flops_by_reg.png
(4 px per µm) Other sequential cells in the stronger gray, the rest of the logic in the fainter gray.
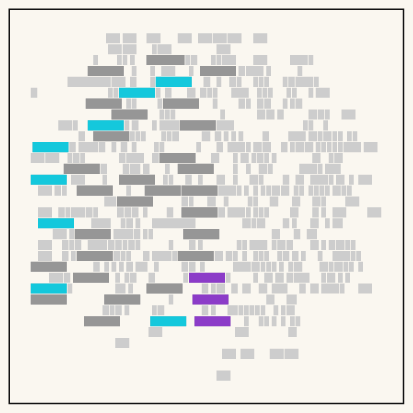
cell_density.png
(3 px per µm) The die is cut into 10 by 10 equal tiles; dark purple is low, yellow is high, 0 to 100% covered.
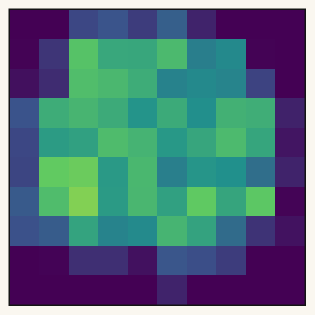
File: config.mk
export PLATFORM = sky130hd
export DESIGN_NAME = logic_unit
export DESIGN_NICKNAME = d
export VERILOG_FILES = /design/src/rtl/logic_unit_pkg.sv /design/src/rtl/logic_unit_alu.sv /design/src/rtl/logic_unit.sv
export SDC_FILE = /design/constraint.sdc
export NUM_CORES = 1
export LEC_CHECK = 0
export ABC_AREA = 1
export CAP_MARGIN = 10
export CORE_MARGIN = 5
export CORE_UTILIZATION = 35
export DETAILED_ROUTE_END_ITERATION = 16
export GPL_TIMING_DRIVEN = 0
export PLACE_DENSITY = 0.64
export SETUP_SLACK_MARGIN = 0.4
export SYNTH_ARGS = -nofsm -noshare
export SYNTH_HDL_FRONTEND = slang
export SYNTH_SLANG_ARGS = --single-unit
export TNS_END_PERCENT = 30
File: constraint.sdc
create_clock -name clk -period 5.4 [get_ports clk]
set_input_delay 1.35 -clock clk [delete_from_list [all_inputs] [get_ports clk]]
set_output_delay 1.35 -clock clk [all_outputs]
set_load 0.02 [all_outputs]
File: src/rtl/logic_unit_pkg.sv
// Shared types for the bitwise logic unit: opcode and FSM state encodings.
// Latency: n/a (types only).
// Backpressure: n/a (types only).
package logic_unit_pkg;

    typedef enum logic [2:0] {
        OP_AND   = 3'd0,
        OP_OR    = 3'd1,
        OP_NOT_A = 3'd2,
        OP_NAND  = 3'd3,
        OP_NOR   = 3'd4,
        OP_XOR   = 3'd5,
        OP_XNOR  = 3'd6,
        OP_PASS  = 3'd7
    } op_e;

    typedef enum logic {
        ST_IDLE = 1'b0,
        ST_ACC  = 1'b1
    } state_e;

endpackage

File: src/rtl/logic_unit_alu.sv
// Bitwise function f(x, y, op) over WIDTH bits; x is operand A, y is B or the running accumulator.
// Latency: purely combinational, zero cycles.
// Backpressure: none, the caller owns all flow control.
module logic_unit_alu
    import logic_unit_pkg::*;
#(
    parameter int WIDTH = 8
) (
    input  logic [WIDTH-1:0] x,
    input  logic [WIDTH-1:0] y,
    input  logic [2:0]       op,
    output logic [WIDTH-1:0] f
);

    // Select the bitwise operation; every 3-bit code is defined.
    always_comb begin
        f = '0;
        case (op)
            OP_AND:   f = x & y;
            OP_OR:    f = x | y;
            OP_NOT_A: f = ~x;
            OP_NAND:  f = ~(x & y);
            OP_NOR:   f = ~(x | y);
            OP_XOR:   f = x ^ y;
            OP_XNOR:  f = ~(x ^ y);
            OP_PASS:  f = x;
            default:  f = x;
        endcase
    end

endmodule

File: src/rtl/logic_unit.sv
// Registered bitwise logic unit with burst accumulate mode; LOGIC_UNIT_PARITY_EN adds out_parity.
// Latency: one cycle from accepting a result-producing beat to out_valid.
// Backpressure: in_ready = !out_valid || out_ready; result held stable while stalled.
module logic_unit
    import logic_unit_pkg::*;
#(
    parameter int WIDTH = 8,
    parameter int CNT_W = 8
) (
    input  logic             clk,
    input  logic             rst_n,
    input  logic             in_valid,
    output logic             in_ready,
    input  logic [WIDTH-1:0] in_a,
    input  logic [WIDTH-1:0] in_b,
    input  logic [2:0]       in_op,
    input  logic             in_acc,
    input  logic             in_last,
    output logic             out_valid,
    input  logic             out_ready,
    output logic [WIDTH-1:0] out_data,
    output logic             out_zero,
    output logic [CNT_W-1:0] out_count
`ifdef LOGIC_UNIT_PARITY_EN
    ,
    output logic             out_parity
`endif
);

    state_e           state_q;
    state_e           state_d;
    logic [WIDTH-1:0] acc_q;
    logic [2:0]       op_q;
    logic [CNT_W-1:0] cnt_q;
    logic [CNT_W-1:0] cnt_d;
    logic [WIDTH-1:0] alu_y;
    logic [WIDTH-1:0] alu_f;
    logic [2:0]       op_sel;
    logic             accept;
    logic             result_fire;

    logic_unit_alu #(.WIDTH(WIDTH)) u_alu (
        .x  (in_a),
        .y  (alu_y),
        .op (op_sel),
        .f  (alu_f)
    );

    // FSM state register; reset discards any partial burst.
    always_ff @(posedge clk or negedge rst_n) begin
        if (!rst_n) state_q <= ST_IDLE;
        else        state_q <= state_d;
    end

    // Next state: a non-last accumulate beat opens a burst, a last beat closes it.
    always_comb begin
        state_d = state_q;
        if (accept) begin
            case (state_q)
                ST_IDLE: if (in_acc && !in_last) state_d = ST_ACC;
                ST_ACC:  if (in_last)            state_d = ST_IDLE;
                default: state_d = ST_IDLE;
            endcase
        end
    end

    // Handshake and operand steering; inside a burst B and opcode come from internal state.
    always_comb begin
        in_ready = !out_valid || out_ready;
        accept   = in_valid && in_ready;
        alu_y    = in_b;
        op_sel   = in_op;
        cnt_d    = CNT_W'(1);
        if (state_q == ST_ACC) begin
            alu_y  = acc_q;
            op_sel = op_q;
            cnt_d  = (&cnt_q) ? cnt_q : cnt_q + CNT_W'(1);
        end
        if (state_q == ST_ACC) result_fire = accept && in_last;
        else                   result_fire = accept && (!in_acc || in_last);
    end

    // Accumulator, beat counter and latched opcode advance on every accepted beat.
    always_ff @(posedge clk or negedge rst_n) begin
        if (!rst_n) begin
            acc_q <= '0;
            cnt_q <= '0;
            op_q  <= '0;
        end else if (accept) begin
            acc_q <= alu_f;
            cnt_q <= cnt_d;
            if (state_q == ST_IDLE) op_q <= in_op;
        end
    end

    // Output register: load on a new result, otherwise drop valid once consumed.
    always_ff @(posedge clk or negedge rst_n) begin
        if (!rst_n) begin
            out_valid  <= 1'b0;
            out_data   <= '0;
            out_zero   <= 1'b1;
            out_count  <= '0;
`ifdef LOGIC_UNIT_PARITY_EN
            out_parity <= 1'b0;
`endif
        end else if (result_fire) begin
            out_valid  <= 1'b1;
            out_data   <= alu_f;
            out_zero   <= (alu_f == '0);
            out_count  <= cnt_d;
`ifdef LOGIC_UNIT_PARITY_EN
            out_parity <= ^alu_f;
`endif
        end else if (out_ready) begin
            out_valid  <= 1'b0;
        end
    end

endmodule

==> impl_metrics.csv <==
group,metric,value,unit
final_timing,whs,0.472,ns
synthesis,netlist_instances,395,
critical_path,startpoint_type,"input pin",
hold_path,hold_depth,2,
critical_path,path_buffers,3,
synthesis,top_cells_by_count,"nand2_1 (112), o21ai_0 (50), inv_1 (46)",
synthesis,synthTopCellsByArea,"dfrtp_1 (34%), nand2_1 (15%), o21ai_0 (9.2%)",
routing,ant_nets,0,
clock_tree,postCtsSetupBuffers,0,
grt,grt-ovfl-total,0,
clock_tree,clk_pin_slew,0.08,ns
critical_path,required,4.05,ns
layout,inv_count,49,
clock_tree,cts_tree,"done",
clock_tree,cts_made_buffers,5,
clock_tree,postCtsHoldBufs,0,
final_timing,tightest_slew,0.845,ns
layout,fillers,788,
run_status,outcome,"finished clean",
synthesis,ys_area,2720,µm²
power_and_ir_drop,switching_share,41.0,%
clock_tree,cts_sinks,38,
layout,diodes,0,
power_and_ir_drop,p_int,822,µW
layout,final_common_cell,"nand2_1",
layout,buffers,63,
hold_path,holdCritPathClass,"reg2reg",
placement,dp.cells,540,
power_and_ir_drop,power_frac_seq,30.1,%
layout,drive_gt1_share,8.97,%
final_timing,setup_ws,1.51,ns
placement,dp_slack,1.51,ns
critical_path,crit_path_frequent_cell,"clkdlybuf4s50_1",
layout,clockBufferCount,6,
grt,track_usage,16.0,%
synthesis,top_cell,"nand2_1",
critical_path,crit_arrival,2.54,ns
power_and_ir_drop,p_total,1.39,mW
clock_tree,htreeDepth,2,
routing,wl_per_cell,13.8,µm
critical_path,crit_family,"buffers and inverters",
routing,top_layer_used,"met4",
final_timing,max_freq,0.257,GHz
routing,vias_per_cell,4.97,
critical_path,slowest_stage,"clkdlybuf4s50_1",
final_timing,fin_crit_sh,72.0,%
Back to the opening pictures, flops_by_reg.png:
| signal | color | sequential cells |
|---|---|---|
| op_q | purple | 3 |
| out_data | cyan | 8 |
Seq/total area: 27.9%
post-layout util: 44.7%
Flop+latch power: 420 µW

Back to the opening pictures, cell_density.png:
nearly empty tiles: 23%
tiles over 75% full: 4.0%
mean over tiles: 34%
emptiest ninth of the die: bottom right
fullest tile: 81%
densest ninth of the die: middle
total core area: 7650 µm²
Initial Util: 35.6%

-- how the worst max path moves through the flow --
stage | from | end | slack, ns | cells past startpoint
6_report | out_ready | in_ready | 1.51 | 4
5_1_grt | out_ready | in_ready | 1.47 | 4
4_1_cts | out_ready | in_ready | 1.51 | 4
3_5_place_dp | out_ready | in_ready | 1.51 | 4
3_3_place_gp | out_ready | in_ready | 1.51 | 4
2_1_floorplan | out_ready | in_ready | 2.50 | 2
-- logic make-up (layout without fill, tap and decap cells) --
kind of cell | count (synthesis) | after routing | synth area share, %
AOI/OAI and AO/OA | 57 | 57 | 10.7
xor gates and xnor gates | 2 | 2 | 0.643
adders and majority gates | 17 | 17 | 7.81
buffers and inverters | 69 | 120 | 10.8
DFF | 38 | 38 | 35.0
and+or+nand+nor | 212 | 212 | 35.1
Power and IR drop assume default switching activity.
